Fig. 1: register map, names as in the netlist
Other sequential cells in the stronger grey, the rest of the logic in the fainter grey.
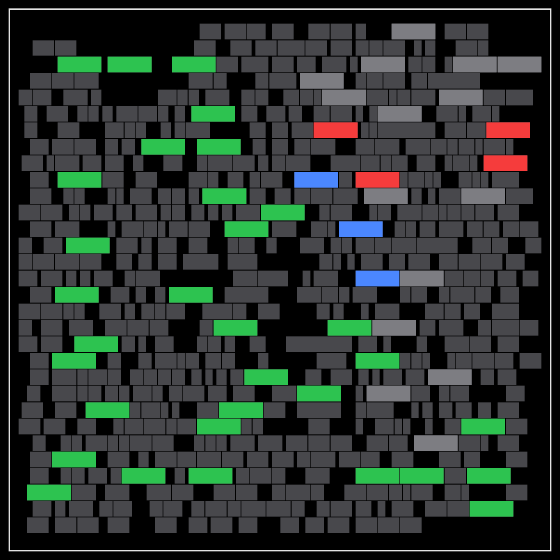
Fig. 2: placed standard cells
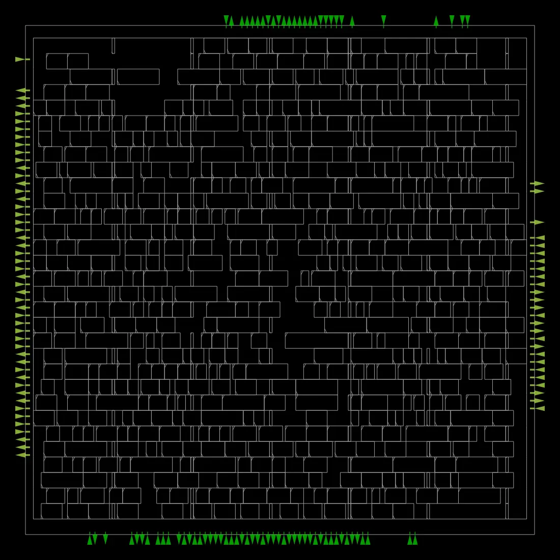
Fig. 3: M3 wires
Scale bar: 20 µm. Cells faint in the background.
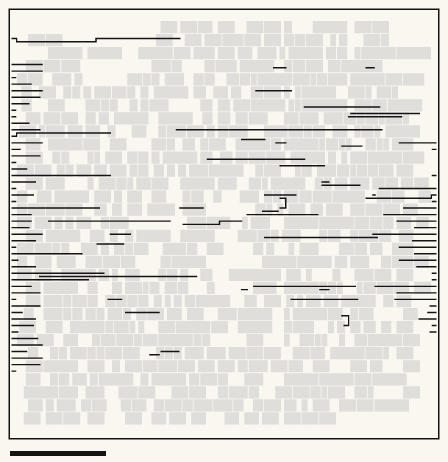
Fig. 4: signal wires on met1
Scale bar: 20 µm. Cells faint in the background.
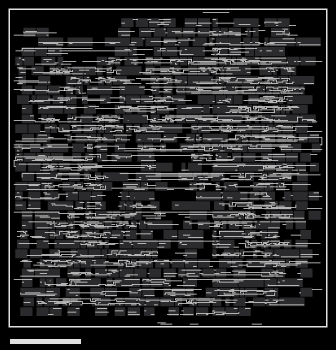
Fig. 5: signal wires on met2
Cells faint in the background.
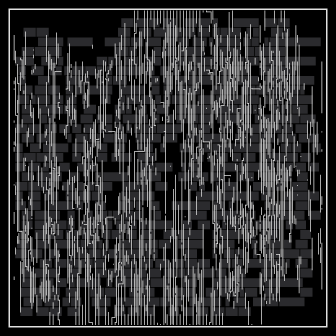
[config.mk]
export PLATFORM = sky130hd
export DESIGN_NAME = cp0_irq_ctrl_flat
export DESIGN_NICKNAME = d
export VERILOG_FILES = /design/src/rtl/cp0_pkg.sv /design/src/rtl/cp0_irq_ctrl_if.sv /design/src/rtl/irq_prio_enc.sv /design/src/rtl/cp0_irq_ctrl.sv /design/src/flat_wrapper.sv
export SDC_FILE = /design/constraint.sdc
export NUM_CORES = 1
export LEC_CHECK = 0
export CAP_MARGIN = 10
export CORE_MARGIN = 1
export CORE_UTILIZATION = 46
export DETAILED_ROUTE_END_ITERATION = 10
export MAX_ROUTING_LAYER = met4
export PLACE_DENSITY_LB_ADDON = 0.25
export SETUP_SLACK_MARGIN = 0.2
export SYNTH_ARGS = -nofsm -noshare
export SYNTH_HDL_FRONTEND = slang
export SYNTH_SLANG_ARGS = --single-unit
[constraint.sdc]
create_clock -name Clk -period 4.6 [get_ports Clk]
set_input_delay 1.38 -clock Clk [delete_from_list [all_inputs] [get_ports Clk]]
set_output_delay 1.38 -clock Clk [all_outputs]
set_load 0.005 [all_outputs]
[src/rtl/cp0_pkg.sv]
// Shared CP0 constants: register numbers, exception codes, field positions, PC-select codes.
package cp0_pkg;

   localparam logic [4:0] CP0_STATUS = 5'd12;
   localparam logic [4:0] CP0_CAUSE  = 5'd13;
   localparam logic [4:0] CP0_EPC    = 5'd14;

   localparam logic [3:0] EXC_INT    = 4'd0;
   localparam logic [3:0] EXC_SYS    = 4'd1;
   localparam logic [3:0] EXC_UNIMPL = 4'd2;
   localparam logic [3:0] EXC_OV     = 4'd3;

   localparam int ST_EN_SYS    = 1;
   localparam int ST_EN_UNIMPL = 2;
   localparam int ST_EN_OV     = 3;
   localparam int ST_MASK_LSB  = 8;
   localparam int ST_IE_LSB    = 16;

   localparam int CA_EXC_LSB  = 2;
   localparam int CA_PEND_LSB = 8;
   localparam int CA_IDX_LSB  = 16;

   localparam int IDX_W = 3;

   typedef enum logic [1:0] {
      SELPC_SEQ     = 2'b00,
      SELPC_EPC     = 2'b01,
      SELPC_HANDLER = 2'b10
   } selpc_e;

   function automatic logic [31:0] pc_plus4(input logic [31:0] pc);
      return pc + 32'd4;
   endfunction

endpackage

[src/rtl/cp0_irq_ctrl_if.sv]
// Decoder/datapath-facing bundle of the CP0 controller.
interface cp0_irq_ctrl_if #(parameter int N_IRQ = 4);

   logic [N_IRQ-1:0] irq;
   logic             i_syscall;
   logic             i_unimpl;
   logic             ov_event;
   logic             i_mtc0;
   logic             i_mfc0;
   logic             i_eret;
   logic [4:0]       rd;
   logic [31:0]      wdata;
   logic [31:0]      pc;
   logic             exc;
   logic [1:0]       selpc;
   logic [N_IRQ-1:0] inta;
   logic [31:0]      epc;
   logic [31:0]      rdata;

   modport master (
      output irq, i_syscall, i_unimpl, ov_event, i_mtc0, i_mfc0, i_eret, rd, wdata, pc,
      input  exc, selpc, inta, epc, rdata
   );

   modport slave (
      input  irq, i_syscall, i_unimpl, ov_event, i_mtc0, i_mfc0, i_eret, rd, wdata, pc,
      output exc, selpc, inta, epc, rdata
   );

endinterface

[src/rtl/irq_prio_enc.sv]
// Lowest-index-first priority encoder over the masked pending interrupt vector.
module irq_prio_enc
   import cp0_pkg::*;
#(
   parameter int N_IRQ = 4
) (
   input  logic [N_IRQ-1:0] i_req,
   output logic             o_valid,
   output logic [IDX_W-1:0] o_idx,
   output logic [N_IRQ-1:0] o_onehot
);

   logic [N_IRQ-1:0] w_onehot;

   // Isolate the lowest set request bit (two's-complement trick).
   assign w_onehot = i_req & (~i_req + N_IRQ'(1));
   assign o_valid  = |i_req;
   assign o_onehot = w_onehot;

   // Binary index of the one-hot winner.
   always_comb begin
      o_idx = '0;
      for (int i = 0; i < N_IRQ; i++) begin
         o_idx = o_idx | (w_onehot[i] ? IDX_W'(i) : '0);
      end
   end

endmodule

[src/rtl/cp0_irq_ctrl.sv]
// CP0 Status/Cause/EPC with edge-captured interrupts, exception priority and nesting IE stack.
module cp0_irq_ctrl
   import cp0_pkg::*;
#(
   parameter int N_IRQ       = 4,
   parameter int STACK_DEPTH = 3
) (
   input  logic           Clk,
   input  logic           Clrn,
   cp0_irq_ctrl_if.slave  bus
);

   logic [N_IRQ-1:0]       r_irq_q;
   logic [N_IRQ-1:0]       r_pending;
   logic [3:1]             r_en;
   logic [N_IRQ-1:0]       r_mask;
   logic [STACK_DEPTH-1:0] r_ie_stk;
   logic [3:0]             r_exccode;
   logic [IDX_W-1:0]       r_irq_idx;
   logic [31:0]            r_epc;

   logic [N_IRQ-1:0]       w_rise;
   logic [N_IRQ-1:0]       w_masked;
   logic                   w_irq_valid;
   logic [IDX_W-1:0]       w_irq_idx;
   logic [N_IRQ-1:0]       w_irq_onehot;
   logic                   w_unimpl;
   logic                   w_sys;
   logic                   w_ov;
   logic                   w_sync;
   logic                   w_int_take;
   logic                   w_take;
   logic [3:0]             w_exccode;
   logic                   w_mtc0_wr;
   logic [N_IRQ-1:0]       w_pend_clr;
   logic [N_IRQ-1:0]       w_pend_nxt;
   logic [STACK_DEPTH-1:0] w_stk_push;
   logic [STACK_DEPTH-1:0] w_stk_pop;
   logic [31:0]            w_status;
   logic [31:0]            w_cause;
   logic [31:0]            w_rdata;

   irq_prio_enc #(.N_IRQ(N_IRQ)) u_prio (
      .i_req    (w_masked),
      .o_valid  (w_irq_valid),
      .o_idx    (w_irq_idx),
      .o_onehot (w_irq_onehot)
   );

   assign w_rise     = bus.irq & ~r_irq_q;
   assign w_masked   = r_pending & r_mask;
   assign w_unimpl   = bus.i_unimpl  & r_en[ST_EN_UNIMPL];
   assign w_sys      = bus.i_syscall & r_en[ST_EN_SYS];
   assign w_ov       = bus.ov_event  & r_en[ST_EN_OV];
   assign w_sync     = w_unimpl | w_sys | w_ov;
   assign w_int_take = ~w_sync & w_irq_valid & r_ie_stk[0] & ~bus.i_eret;
   assign w_take     = w_sync | w_int_take;
   assign w_mtc0_wr  = bus.i_mtc0 & ~w_take;

   assign w_stk_push = STACK_DEPTH'({r_ie_stk, 1'b0});
   assign w_stk_pop  = r_ie_stk >> 1;

   // Pending: set on a rising edge wins over W1C and acknowledge clears.
   assign w_pend_clr = ((w_mtc0_wr && bus.rd == CP0_CAUSE) ? bus.wdata[CA_PEND_LSB +: N_IRQ] : '0)
                     | (w_int_take ? w_irq_onehot : '0);
   assign w_pend_nxt = (r_pending & ~w_pend_clr) | w_rise;

   // Exception code of the winning source.
   always_comb begin
      if (w_unimpl) begin
         w_exccode = EXC_UNIMPL;
      end else if (w_sys) begin
         w_exccode = EXC_SYS;
      end else if (w_ov) begin
         w_exccode = EXC_OV;
      end else begin
         w_exccode = EXC_INT;
      end
   end

   // Architectural views of Status and Cause plus mfc0 mux.
   always_comb begin
      w_status = 32'd0;
      w_status[3:1] = r_en;
      w_status[ST_MASK_LSB +: N_IRQ] = r_mask;
      w_status[ST_IE_LSB +: STACK_DEPTH] = r_ie_stk;
      w_cause = 32'd0;
      w_cause[CA_EXC_LSB +: 4] = r_exccode;
      w_cause[CA_PEND_LSB +: N_IRQ] = r_pending;
      w_cause[CA_IDX_LSB +: IDX_W] = r_irq_idx;
      case (bus.rd)
         CP0_STATUS: w_rdata = w_status;
         CP0_CAUSE:  w_rdata = w_cause;
         CP0_EPC:    w_rdata = r_epc;
         default:    w_rdata = 32'd0;
      endcase
   end

   assign bus.rdata = bus.i_mfc0 ? w_rdata : 32'd0;
   assign bus.exc   = w_take;
   assign bus.selpc = w_take ? SELPC_HANDLER : (bus.i_eret ? SELPC_EPC : SELPC_SEQ);
   assign bus.inta  = w_int_take ? w_irq_onehot : '0;
   assign bus.epc   = r_epc;

   // State update: take beats eret beats mtc0; a dropped mtc0 never reaches the registers.
   always_ff @(posedge Clk) begin
      if (!Clrn) begin
         r_irq_q   <= '0;
         r_pending <= '0;
         r_en      <= 3'd0;
         r_mask    <= '0;
         r_ie_stk  <= '0;
         r_exccode <= 4'd0;
         r_irq_idx <= '0;
         r_epc     <= 32'd0;
      end else begin
         r_irq_q   <= bus.irq;
         r_pending <= w_pend_nxt;
         if (w_take) begin
            r_exccode <= w_exccode;
            r_epc     <= (w_exccode == EXC_SYS) ? pc_plus4(bus.pc) : bus.pc;
            r_ie_stk  <= w_stk_push;
            if (w_int_take) begin
               r_irq_idx <= w_irq_idx;
            end else begin
               r_irq_idx <= r_irq_idx;
            end
         end else if (bus.i_eret) begin
            r_ie_stk <= w_stk_pop;
         end else if (w_mtc0_wr && bus.rd == CP0_STATUS) begin
            r_en     <= bus.wdata[3:1];
            r_mask   <= bus.wdata[ST_MASK_LSB +: N_IRQ];
            r_ie_stk <= bus.wdata[ST_IE_LSB +: STACK_DEPTH];
         end else if (w_mtc0_wr && bus.rd == CP0_EPC) begin
            r_epc <= bus.wdata;
         end else begin
            r_epc <= r_epc;
         end
      end
   end

endmodule

[src/flat_wrapper.sv]
// flat-port wrapper written by rule: the top's interface ports become plain ports
module cp0_irq_ctrl_flat import cp0_pkg::*;
#(
   parameter int N_IRQ       = 4,
   parameter int STACK_DEPTH = 3
)
  (Clk, Clrn, bus_irq, bus_i_syscall, bus_i_unimpl, bus_ov_event, bus_i_mtc0, bus_i_mfc0, bus_i_eret, bus_rd, bus_wdata, bus_pc, bus_exc, bus_selpc, bus_inta, bus_epc, bus_rdata);
  cp0_irq_ctrl_if #(.N_IRQ(N_IRQ)) bus_i ();
  input  logic Clk;
  input  logic Clrn;
  input wire logic [$bits(bus_i.irq)-1:0] bus_irq;
  input wire logic [$bits(bus_i.i_syscall)-1:0] bus_i_syscall;
  input wire logic [$bits(bus_i.i_unimpl)-1:0] bus_i_unimpl;
  input wire logic [$bits(bus_i.ov_event)-1:0] bus_ov_event;
  input wire logic [$bits(bus_i.i_mtc0)-1:0] bus_i_mtc0;
  input wire logic [$bits(bus_i.i_mfc0)-1:0] bus_i_mfc0;
  input wire logic [$bits(bus_i.i_eret)-1:0] bus_i_eret;
  input wire logic [$bits(bus_i.rd)-1:0] bus_rd;
  input wire logic [$bits(bus_i.wdata)-1:0] bus_wdata;
  input wire logic [$bits(bus_i.pc)-1:0] bus_pc;
  output wire logic [$bits(bus_i.exc)-1:0] bus_exc;
  output wire logic [$bits(bus_i.selpc)-1:0] bus_selpc;
  output wire logic [$bits(bus_i.inta)-1:0] bus_inta;
  output wire logic [$bits(bus_i.epc)-1:0] bus_epc;
  output wire logic [$bits(bus_i.rdata)-1:0] bus_rdata;
  assign bus_i.irq = bus_irq;
  assign bus_i.i_syscall = bus_i_syscall;
  assign bus_i.i_unimpl = bus_i_unimpl;
  assign bus_i.ov_event = bus_ov_event;
  assign bus_i.i_mtc0 = bus_i_mtc0;
  assign bus_i.i_mfc0 = bus_i_mfc0;
  assign bus_i.i_eret = bus_i_eret;
  assign bus_i.rd = bus_rd;
  assign bus_i.wdata = bus_wdata;
  assign bus_i.pc = bus_pc;
  assign bus_exc = bus_i.exc;
  assign bus_selpc = bus_i.selpc;
  assign bus_inta = bus_i.inta;
  assign bus_epc = bus_i.epc;
  assign bus_rdata = bus_i.rdata;
  cp0_irq_ctrl #(.N_IRQ(N_IRQ), .STACK_DEPTH(STACK_DEPTH)) u_core (.Clk(Clk), .Clrn(Clrn), .bus(bus_i));
endmodule
==> run notes <==
State of the implementation.

- The number of instances on the worst hold path is 1, for reference.
- For the pin with the worst max-slew slack, the measured transition is 0.891 ns.
- The count of clock tree sinks is 54, for reference.
- The initial antenna violation count came to 0.
- The main area contributors are sky130_fd_sc_hd__dfxtp_1, sky130_fd_sc_hd__mux2_2, sky130_fd_sc_hd__and3_1.
- The peak per-stage delay on the critical path is 0.53 ns, for reference.
- The cell area after placement is 5220 µm², for reference.
- The number of hold violations in the final report is 0, for reference.
- The end point of the most critical hold path is u_core.r_pending[0]$_SDFF_PN0_, for reference.
- The top achievable clock speed is 230 MHz, for reference.
- Per the synth stats, the proportion of register bits with asynchronous set or reset is 0%.
- The biggest area consumer among synthesized cells is sky130_fd_sc_hd__dfxtp_1, for reference.
- The worst-path maximum fanout is 6, for reference.
- The minimum setup slack after placement is -0.172 ns, for reference.
- The critical path endpoint is bus_rdata[31], for reference.
- The peak supply drop is 134 µV, for reference.
- The layout overhead on the synthesized area is 54.8%, for reference.
- During placement, the flow inserted port buffers numbering 151.
- In this run, the number of DRC markers left after iteration 0 of detailed routing was 161.
- The total power per unit cell area is 181 nW/µm², for reference.
- According to the floorplan report, the die width is 89.2 µm.
- The start of the worst register-to-register path is u_core.r_mask[1]$_SDFFE_PN0P_, for reference.
- The boundary pin count is 152, for reference.
- The pin count of the biggest net entering global routing is 33, for reference.
- The clock latency reported for the late side of the worst-skew pair is 0.31 ns, for reference.
- Clock tree synthesis inserted a total of 5 buffers.
- The leakage power is 2.45 nW, for reference.
- The placed wire-length estimate after detailed placement is 8340 µm, for reference.
- In this run the deepest clock path goes through 2 buffers.
- The headroom to the max-slew limit is 40.6%, for reference.
- Clock skew on the completed layout was measured at 0.0128 ns.
- Looking at the gate-level netlist, the highest instance count belongs to sky130_fd_sc_hd__dfxtp_1.
- Counting pins that exceed their max-slew limit in the final report gives 0.
- The register-to-register setup slack is 2.49 ns, for reference.
- Yosys mapped a number of flops with a built-in enable equal to 0.
- Counting cells, the worst reg-to-reg path comes to 6.
- The synthesis area per yosys is 3500 µm², for reference.
- The type of the worst setup path is in -> out, for reference.
- The OpenROAD report gives the critical path a data arrival time of 2.97 ns.
- Once synthesis finished, the tally of register bits stood at 54.
- The global routing usage summed across all routing layers is 28.6%, for reference.
- The max capacitance violation total is 0, for reference.
- The mean area per synthesized cell is 8.40 µm², for reference.
- Looking at the clock tree report, the root buffer type is sky130_fd_sc_hd__clkbuf_8.
- The worst setup margin is 0.246 ns, for reference.
- The yosys stat cell total is 417, for reference.
- The final antenna diode tally reported by the flow is 0.
- The commonest cells after synthesis are sky130_fd_sc_hd__dfxtp_1, sky130_fd_sc_hd__mux2_2, sky130_fd_sc_hd__nand2_1.
- The net count of the finished layout is 661.
- In the floorplan report the effective utilization is 48.0%.
- The number of warnings in the stage logs is 27, for reference.
- With fillers left out, the area of the finished cells amounts to 5420 µm².
- The launch point of the worst hold path is u_core.r_irq_q[0]$_SDFF_PN0_, for reference.
- The DRC violation total left in the routed layout is recorded as 0.
- Dividing the detail-routed via count by the number of cells gives 5.56.
- The total chip power is 983 µW, for reference.
- The clock period minus worst slack is 4.35 ns, for reference.
- The total congestion overflow after global routing is 0, for reference.
- The report lists the cells along the critical path as dlygate4sd2_1, nand3b_1, nor3b_4, buf_6, and3_1, clkdlybuf4s50_1.
- CTS built an H-tree with a depth of 2.
- In the final layout, the share of cells above drive strength 1 is 19.0%.
- The count of yosys warnings during synthesis is 0, for reference.
- The main flop type after synthesis is sky130_fd_sc_hd__dfxtp_1, for reference.
- Setup repair after global routing left no endpoint under its margin.
- The via count of the first global-routing pass is 3,608, for reference.
- The combinational gate area is 2280 µm², for reference.
- For this run, the detailed router's first-pass iteration total came to 5.
- In the final layout, the fill cell count is 582.
- The worst min-delay path class is reg -> reg, for reference.
- The origin of the worst setup path is bus_rd[4], for reference.
- The die extent in y is 89.2 µm, for reference.
- The share of the Yosys chip area taken by registers is 30.9%.
- Post-route period utilization is reported as 94.6%.
- The kind of start point of the critical path is an input pin, for reference.
- The total nets after synthesis is 499, for reference.
- The detail route stage leaves a number of antenna-violating nets equal to 0.
- The number of instances in the synthesized netlist is 417, for reference.
- In the Yosys stats the netlist draws on 53 distinct library cells.
- Looking at the worst setup and hold paths, the clock pins of their registers show a slew of 0.11 ns.
- The CTS tree is done, for reference.
- The routed design shows a wire length per standard cell of 16.4 µm.
- The summed instance area of the synthesized netlist is 3500 µm², for reference.
- The wire length of the first global-routing pass is 17,100 µm, for reference.
- The critical-path cell with the highest stage delay is sky130_fd_sc_hd__clkdlybuf4s50_1, for reference.
- Summed over its instances, the top area cell type makes up 30.9% of the synthesized netlist area.
- The run finished with clean final reports.
- For this run, the final setup violation count is recorded as 0.
- The endpoint of the most critical register-to-register path is u_core.r_en[2]$_SDFFE_PN0P_, for reference.
- The kind of capture point of the worst setup path is an output pin, for reference.
- The area of the die is 7960 µm², for reference.
- The final weighted congestion recorded by global placement is 0.882.
- The core region area is 7290 µm², for reference.
- According to the timing report, the data required time at the worst endpoint equals 3.22 ns.
-- Fig. 1 (at the start) --
[u_core.r_mask] red | sequential cells: 4 | where: upper right
[u_core.bus.epc] green | sequential cells: 32 | where: spread over the die
[u_core.r_ie_stk] blue | sequential cells: 3
not coloured: 15
share of the core filled with cells in the final layout: 74.3%
total area of sequential cells: 1080 µm²
share of the final layout cell area in sequential cells: 19.9%

-- Fig. 2 (at the start) --
Final Instance Count excl. Fillers: 679
Core Rows: 31

-- Fig. 3 (at the start) --
main direction: horizontal
wire length on this layer: 788 µm
longest straight run: 42.8 µm
share of all routed wire: 7.1%
nets with wire on the layer: 101
final routed wirelength across all metal layers: 11,100 µm
routing usage on met3: 4.34%
overall via count from detail_route: 3,776

-- Fig. 4 (at the start) --
wire length on this layer: 4,660 µm
longest straight run: 37.7 µm
GR Layer Usage met1: 33.5%

-- Fig. 5 (at the start) --
nets with wire on the layer: 579
longest straight run: 41.8 µm
met2 usage in global routing: 51.5%

-- kinds of logic after synthesis --
| group | after synthesis | synth area share [%] |
|---|---|---|
| fa+ha+maj | 1 | 0.357 |
| flops | 54 | 30.9 |
| xor+xnor | 27 | 6.75 |
| simple gates | 158 | 26.0 |
| compound gates | 95 | 17.4 |
| mux | 42 | 13.2 |
| buf+inv | 40 | 5.32 |
-- report_power, final --
group | switching (mW) | internal, mW
combinational | 0.0679 | 0.0998
sequential | 0.00808 | 0.477
clock | 0.167 | 0.162
-- per-layer routing --
| metal | GRT usage (%) | vias to the layer above | part of all wire (%) |
|---|---|---|---|
| li1 | - | 1848 | - |
| met1 | 33.5 | 1773 | 42 |
| met3 | 4.34 | 9 | 7.1 |
| met4 | 6.49 | 0 | 0.97 |
| met5 | - | - | 0 |
| met2 | 51.5 | 146 | 50 |
-- placed cells by master (no fill, tap or decap), types with 8 or more instances in the layout --
cell type                         synthesis  routed
sky130_fd_sc_hd__a21oi_1                 26      26
sky130_fd_sc_hd__a22oi_1                 11      11
sky130_fd_sc_hd__and3_1                  28      28
sky130_fd_sc_hd__buf_4                    3      28
sky130_fd_sc_hd__clkdlybuf4s50_1          0     107
sky130_fd_sc_hd__dfxtp_1                 54      54
sky130_fd_sc_hd__dlygate4sd2_1            0      29
sky130_fd_sc_hd__inv_1                   10       9
sky130_fd_sc_hd__mux2_2                  34      34
sky130_fd_sc_hd__mux2i_1                  8       8
sky130_fd_sc_hd__nand2_1                 33      33
sky130_fd_sc_hd__nand3_1                 24      24
sky130_fd_sc_hd__nand4_1                 12      12
sky130_fd_sc_hd__nor2_1                  10       9
sky130_fd_sc_hd__nor2b_1                 13      13
sky130_fd_sc_hd__o21ai_0                 31      31
sky130_fd_sc_hd__xor2_1                  20      20
-- sequential cells by signal, indices dropped and copies added, names as in the netlist --
name,count
u_core.r_irq_q,4
u_core.r_irq_idx,2
u_core.r_exccode,2
u_core.r_en,3
u_core.bus.epc,32
u_core.r_mask,4
u_core.r_pending,4
u_core.r_ie_stk,3
-- final cells by class --
cell class	instances	share of cell area, %
well taps	99	2.29
repair buffers	185	32.9
clock inverters	3	0.831
clock buffers	5	1.27
flip-flops and latches	54	19.9
multi-input cells	323	42.0
inverters	10	0.693
-- timing repair --
item                                    CTS  global route
setup buffers                             6             2
gates resized                            59            13
gates cloned                              0             0
endpoints found under the setup margin   38            11
pin swaps                                 5             2
hold buffers                              0             0
-- through the flow --
stage / setup TNS, ns / util (%) / instances / hold slack [ns]
2_1_floorplan: 0 / - / 417 / 0.399
5_1_grt: 0 / 74.3 / 679 / 0.445
6_report: 0 / 74.3 / 679 / 0.438
3_3_place_gp: -0.919 / 71.5 / 663 / 0.411
3_5_place_dp: -1.82 / 71.5 / 663 / 0.420
4_1_cts: 0 / 73.8 / 677 / 0.439
-- critical path: cells and delay by family --
kind | cells | cell delay, ns
AND/OR/NAND/NOR | 3 | 0.66
buffers and inverters | 3 | 0.93
Power figures rest on the tool's default switching activity, not on a simulated workload.
